===== config.mk =====
export PLATFORM = sky130hd
export DESIGN_NAME = lm_sm_sequencer
export DESIGN_NICKNAME = d
export VERILOG_FILES = /design/src/rtl/lm_sm_sequencer.sv
export SDC_FILE = /design/constraint.sdc
export NUM_CORES = 1
export LEC_CHECK = 0
export CAP_MARGIN = 20
export CORE_UTILIZATION = 52
export DETAILED_ROUTE_END_ITERATION = 8
export PLACE_DENSITY = 0.78
export SETUP_SLACK_MARGIN = 0.5
export SLEW_MARGIN = 15
export SYNTH_ARGS = -nofsm -noshare
export SYNTH_HDL_FRONTEND = slang
export SYNTH_SLANG_ARGS = --single-unit

===== constraint.sdc =====
create_clock -name clock -period 2.4 [get_ports clock]
set_clock_uncertainty 0.2 [all_clocks]
set_input_delay 0.24 -clock clock [delete_from_list [all_inputs] [get_ports clock]]
set_output_delay 0.24 -clock clock [all_outputs]
set_load 0.02 [all_outputs]

===== src/rtl/lm_sm_sequencer.sv =====
// ---------------------------------------------------------------------------
// lm_sm_sequencer
//
// Micro-sequencer for the Load-Multiple (LM, opcode 0110) and Store-Multiple
// (SM, opcode 0111) instructions. It sits beside decode, accepts one LM/SM
// instruction together with the RA base value, and expands the register mask
// into one register/memory transfer per set bit. Fetch is stalled until the
// sequence completes.
//
// Ports:
//   clock        in   rising-edge clock
//   reset        in   synchronous, active-high reset (highest priority)
//   instr_valid  in   instr holds a decoded instruction this cycle
//   instr        in   [15:12] opcode, [11:9] RA, [7:0] register mask
//   base_addr    in   value of RA, valid with instr_valid
//   flush        in   synchronous abort from branch/jump resolution
//   xfer_ready   in   memory/regfile port accepts the current transfer
//   stall_fetch  out  holds PC and the fetch/decode registers
//   xfer_valid   out  a transfer is presented
//   xfer_store   out  1 = SM (reg to mem), 0 = LM (mem to reg)
//   xfer_reg     out  register index of the current transfer
//   xfer_addr    out  memory address of the current transfer
//   done         out  one-cycle pulse when the sequence completes
//   state_dbg    out  current FSM state (0 = IDLE, 1 = XFER, 2 = DONE)
//
// Transfer handshake: a transfer completes on a rising edge where
// xfer_valid=1 and xfer_ready=1 (and no flush/reset). While xfer_valid=1
// and xfer_ready=0, xfer_reg, xfer_addr and xfer_store hold stable.
// xfer_valid never drops without a completion, except on flush or reset.
//
// Mask mapping: mask bit (NUM_REGS-1) is R0, bit 0 is R(NUM_REGS-1).
// Transfers issue in ascending register order, R0 first.
// All outputs are registered, so they change only on the clock edge.
// ---------------------------------------------------------------------------
module lm_sm_sequencer #(
    parameter int ADDR_STEP = 1,
    parameter int NUM_REGS  = 8
) (
    input  logic        clock,
    input  logic        reset,
    input  logic        instr_valid,
    input  logic [15:0] instr,
    input  logic [15:0] base_addr,
    input  logic        flush,
    input  logic        xfer_ready,
    output logic        stall_fetch,
    output logic        xfer_valid,
    output logic        xfer_store,
    output logic [2:0]  xfer_reg,
    output logic [15:0] xfer_addr,
    output logic        done,
    output logic [1:0]  state_dbg
);

    typedef enum logic [1:0] {
        ST_IDLE = 2'd0,
        ST_XFER = 2'd1,
        ST_DONE = 2'd2
    } state_t;

    localparam logic [15:0] STEP = 16'(ADDR_STEP);

    // State and internal sequence registers
    state_t                state_q, state_d;
    logic [NUM_REGS-1:0]   mask_q,  mask_d;
    logic [15:0]           addr_q,  addr_d;
    logic                  kind_q,  kind_d;

    // Registered outputs
    logic                  stall_q,      stall_d;
    logic                  xfer_valid_q, xfer_valid_d;
    logic                  xfer_store_q, xfer_store_d;
    logic [2:0]            xfer_reg_q,   xfer_reg_d;
    logic [15:0]           xfer_addr_q,  xfer_addr_d;
    logic                  done_q,       done_d;

    // Decode helpers
    logic                  is_lm_sm;
    logic                  accept;
    logic [NUM_REGS-1:0]   new_mask;
    logic [NUM_REGS-1:0]   remaining;
    logic [15:0]           addr_next;

    // RA and the bits between RA and the mask are not needed here;
    // the base value arrives already read on base_addr.
    logic                  unused_instr_bits;
    assign unused_instr_bits = ^instr[11:8];

    // Lowest-numbered pending register. Register i lives in mask bit
    // (NUM_REGS-1-i); scanning from the highest index down lets the
    // lowest set register overwrite the result last.
    function automatic logic [2:0] first_reg(input logic [NUM_REGS-1:0] m);
        logic [2:0] idx;
        idx = '0;
        for (int i = NUM_REGS - 1; i >= 0; i--) begin
            if (m[NUM_REGS-1-i]) begin
                idx = 3'(i);
            end
        end
        return idx;
    endfunction

    // Mask with the bit belonging to register r cleared.
    function automatic logic [NUM_REGS-1:0] clear_reg(input logic [NUM_REGS-1:0] m,
                                                      input logic [2:0]          r);
        logic [NUM_REGS-1:0] sel;
        sel = '0;
        sel[NUM_REGS-1-int'(r)] = 1'b1;
        return m & ~sel;
    endfunction

    assign is_lm_sm  = (instr[15:13] == 3'b011);
    assign accept    = instr_valid && is_lm_sm;
    assign new_mask  = instr[NUM_REGS-1:0];
    assign remaining = clear_reg(mask_q, xfer_reg_q);
    assign addr_next = addr_q + STEP;

    always_comb begin
        // Default: hold everything
        state_d      = state_q;
        mask_d       = mask_q;
        addr_d       = addr_q;
        kind_d       = kind_q;
        stall_d      = stall_q;
        xfer_valid_d = xfer_valid_q;
        xfer_store_d = xfer_store_q;
        xfer_reg_d   = xfer_reg_q;
        xfer_addr_d  = xfer_addr_q;
        done_d       = done_q;

        if (flush) begin
            // Abort outranks accept and completion: a transfer presented
            // in this cycle is not counted, and no done pulse follows.
            state_d      = ST_IDLE;
            mask_d       = '0;
            addr_d       = '0;
            kind_d       = 1'b0;
            stall_d      = 1'b0;
            xfer_valid_d = 1'b0;
            xfer_store_d = 1'b0;
            xfer_reg_d   = '0;
            xfer_addr_d  = '0;
            done_d       = 1'b0;
        end else begin
            case (state_q)
                ST_IDLE: begin
                    stall_d      = 1'b0;
                    xfer_valid_d = 1'b0;
                    xfer_store_d = 1'b0;
                    xfer_reg_d   = '0;
                    xfer_addr_d  = '0;
                    done_d       = 1'b0;
                    if (accept) begin
                        mask_d  = new_mask;
                        addr_d  = base_addr;
                        kind_d  = instr[12];
                        stall_d = 1'b1;
                        if (new_mask != '0) begin
                            state_d      = ST_XFER;
                            xfer_valid_d = 1'b1;
                            xfer_store_d = instr[12];
                            xfer_reg_d   = first_reg(new_mask);
                            xfer_addr_d  = base_addr;
                        end else begin
                            // Empty mask: nothing to transfer, finish at once.
                            state_d = ST_DONE;
                            done_d  = 1'b1;
                        end
                    end
                end

                ST_XFER: begin
                    if (xfer_ready) begin
                        mask_d = remaining;
                        addr_d = addr_next;
                        if (remaining != '0) begin
                            xfer_reg_d  = first_reg(remaining);
                            xfer_addr_d = addr_next;
                        end else begin
                            state_d      = ST_DONE;
                            xfer_valid_d = 1'b0;
                            xfer_store_d = 1'b0;
                            xfer_reg_d   = '0;
                            xfer_addr_d  = '0;
                            done_d       = 1'b1;
                        end
                    end
                end

                ST_DONE: begin
                    state_d = ST_IDLE;
                    stall_d = 1'b0;
                    done_d  = 1'b0;
                end

                default: begin
                    state_d      = ST_IDLE;
                    stall_d      = 1'b0;
                    xfer_valid_d = 1'b0;
                    xfer_store_d = 1'b0;
                    xfer_reg_d   = '0;
                    xfer_addr_d  = '0;
                    done_d       = 1'b0;
                end
            endcase
        end
    end

    always_ff @(posedge clock) begin
        if (reset) begin
            state_q      <= ST_IDLE;
            mask_q       <= '0;
            addr_q       <= '0;
            kind_q       <= 1'b0;
            stall_q      <= 1'b0;
            xfer_valid_q <= 1'b0;
            xfer_store_q <= 1'b0;
            xfer_reg_q   <= '0;
            xfer_addr_q  <= '0;
            done_q       <= 1'b0;
        end else begin
            state_q      <= state_d;
            mask_q       <= mask_d;
            addr_q       <= addr_d;
            kind_q       <= kind_d;
            stall_q      <= stall_d;
            xfer_valid_q <= xfer_valid_d;
            xfer_store_q <= xfer_store_d;
            xfer_reg_q   <= xfer_reg_d;
            xfer_addr_q  <= xfer_addr_d;
            done_q       <= done_d;
        end
    end

    assign stall_fetch = stall_q;
    assign xfer_valid  = xfer_valid_q;
    assign xfer_store  = xfer_store_q;
    assign xfer_reg    = xfer_reg_q;
    assign xfer_addr   = xfer_addr_q;
    assign done        = done_q;
    assign state_dbg   = state_q;

endmodule


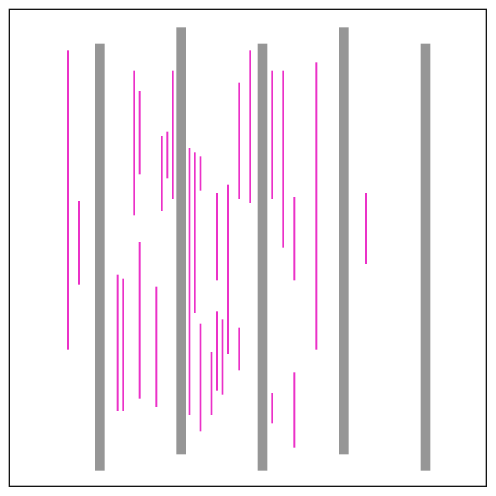
Figure 1: metal 4.
Scale: 6 px per um. Supply wires on this layer in grey.
main direction = vertical
longest straight run = 49.6 um
total length of routed wires: 11300 um
routed vias: 3737

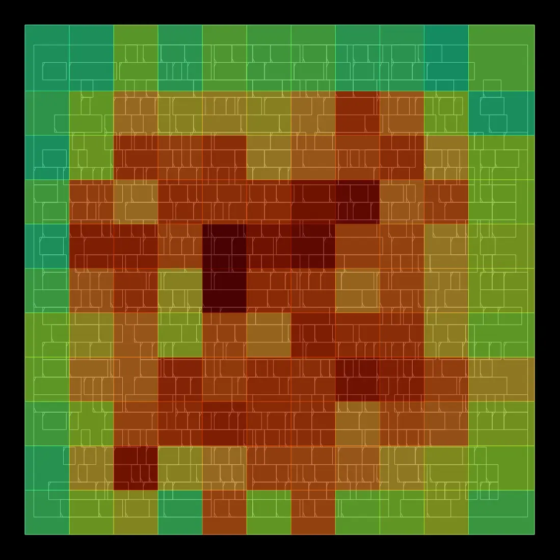
Figure 2: routing congestion.
utilization after layout: 78.2%
Avg WL per Cell: 19.8 um
met3 demand-to-capacity share in global routing: 5.40%
global routing usage on met1: 40.4%

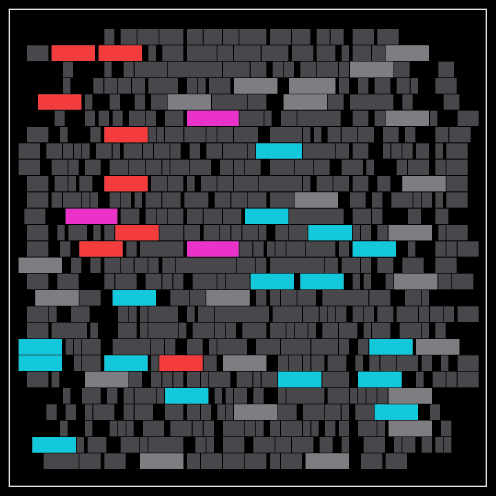
Figure 3: where the registers sit.
Scale: 6 px per um.
`xfer_reg` -> magenta  # flops 3
`mask_q` -> red  # flops 8
`addr_q` -> cyan  # flops 16
sequential logic power: 824 uW
register area: 995 um2
proportion of cell area occupied by registers: 22.6%

==> metrics.log <==
[report] implementation figures
[metrics] proportion of cell area occupied by multi-input gates: 47.9%
[metrics] number of clock sinks: 49
[metrics] async set-reset flop share out of synthesis: 0%
[metrics] diode count: 0
[metrics] global-route wire length before repair: 15500 um
[metrics] highest metal layer with signal wires: met4
[metrics] share of synthesized cell area in and, or, nand and nor gates: 27.9%
[metrics] Flops after synth: 49
[metrics] Worst setup endpoint: xfer_reg[0]$_SDFFE_PP0P_
[metrics] tally of unique sky130hd cells used after synthesis: 59
[metrics] startpoint of the tightest hold check path: done$_SDFFE_PP0P_
[metrics] clock tree from TritonCTS: done
[metrics] DR WL met2: 5350 um
[metrics] met2 capacity usage during global routing: 53.1%
[metrics] post-synthesis instance total: 418
[metrics] finished layout cell area: 0.00441 mm2
[metrics] worst reg2reg startpoint: xfer_reg[0]$_SDFFE_PP0P_
[metrics] Core Rows: 27
[metrics] part of the Yosys area used for sequential elements: 31.6%
[metrics] Net Sw Power: 418 uW
[metrics] leakage dissipation: 1.62 nW
[metrics] Total Negative Setup Slacks: 0 ps
[metrics] Tool Warnings: 33
[metrics] worst slew margin relative to its limit: 74.2%
[metrics] GRT Util Overall: 32.0%
[metrics] largest cells by area after synthesis: sky130_fd_sc_hd__dfxtp_1 32%, sky130_fd_sc_hd__nor2_1 6.4%, sky130_fd_sc_hd__o21ai_0 6.1%, sky130_fd_sc_hd__a21oi_1 5.3%, sky130_fd_sc_hd__nand3_1 4.5%
[metrics] Die Y: 79.3 um
[metrics] most crowded layer after global routing: met2
[metrics] detailed-routing iteration count for the pre-antenna-repair pass: 5
[metrics] number of multi-input combinational cells: 323
[metrics] largest net degree at the start of global routing: 42
[metrics] Flop Count: 49
[metrics] floorplan-stage core utilization: 55.0%
[metrics] final hold viol count: 0
[metrics] dominant logic cell types in the final layout: 52 x sky130_fd_sc_hd__nor2_1, 50 x sky130_fd_sc_hd__clkdlybuf4s50_1, 44 x sky130_fd_sc_hd__dfxtp_1, 36 x sky130_fd_sc_hd__buf_4, 33 x sky130_fd_sc_hd__a21oi_1
[metrics] net switching share of the total power: 26.1%
[metrics] slew at the pin closest to its max-slew limit: 385 ps
[metrics] synthesized chip area reported by yosys: 0.00310 mm2
[metrics] Setup Viol. Count Final: 0
[metrics] status: finished, final reports clean
[metrics] pwr dens: 363 mW/mm2
[metrics] Final clock-cell share: 2.30%
[metrics] area of the core region: 0.00564 mm2
[metrics] ratio of final minimum period to clock period: 88.3%
[metrics] Routed met3 length: 1050 um
[metrics] via density per instance: 6.52
[metrics] cell area after synthesis: 0.00310 mm2
[metrics] maximum operating frequency: 0.472 GHz
[metrics] setup repair after global routing missed its margin: true
[metrics] Largest cell class: multi-input combinational cells
[metrics] Clock Tree Root: sky130_fd_sc_hd__clkbuf_8
[metrics] top contributor to total power: sequential cells
[metrics] Remaining Overflow, GRT: 0
[metrics] number of global-route vias before repair: 3286
[metrics] Pint: 1.18 mW
[metrics] most frequent cells after synthesis: 53 x sky130_fd_sc_hd__nor2_1, 49 x sky130_fd_sc_hd__dfxtp_1, 38 x sky130_fd_sc_hd__o21ai_0
[metrics] startpoint type of the worst setup path: register
[metrics] non-clk buf share: 24.1%
[metrics] number of cells on the critical path: 8
[metrics] total of warnings raised by yosys: 0
## per-stage QoR
| step | total power [mW] | hold WS, ps | setup WS, ps |
|---|---|---|---|
| 2_1_floorplan | 0.928 | 165 | 421 |
| 3_3_place_gp | 1.03 | 255 | 99.0 |
| 3_5_place_dp | 1.03 | 266 | 88.0 |
| 4_1_cts | 1.57 | 286 | 378 |
| 5_1_grt | 1.65 | 299 | 256 |
| 6_report | 1.60 | 284 | 280 |
## timing repair
item / in CTS / in global routing
pin swaps: 7 / 14
resized: 25 / 39
cloned: 1 / 5
buffers inserted: 12 / 12
hold buffers: 0 / 0
hold endpoints to repair: 0 / 0
endpoints found under the setup margin: 45 / 47
Power and IR drop assume default switching activity.
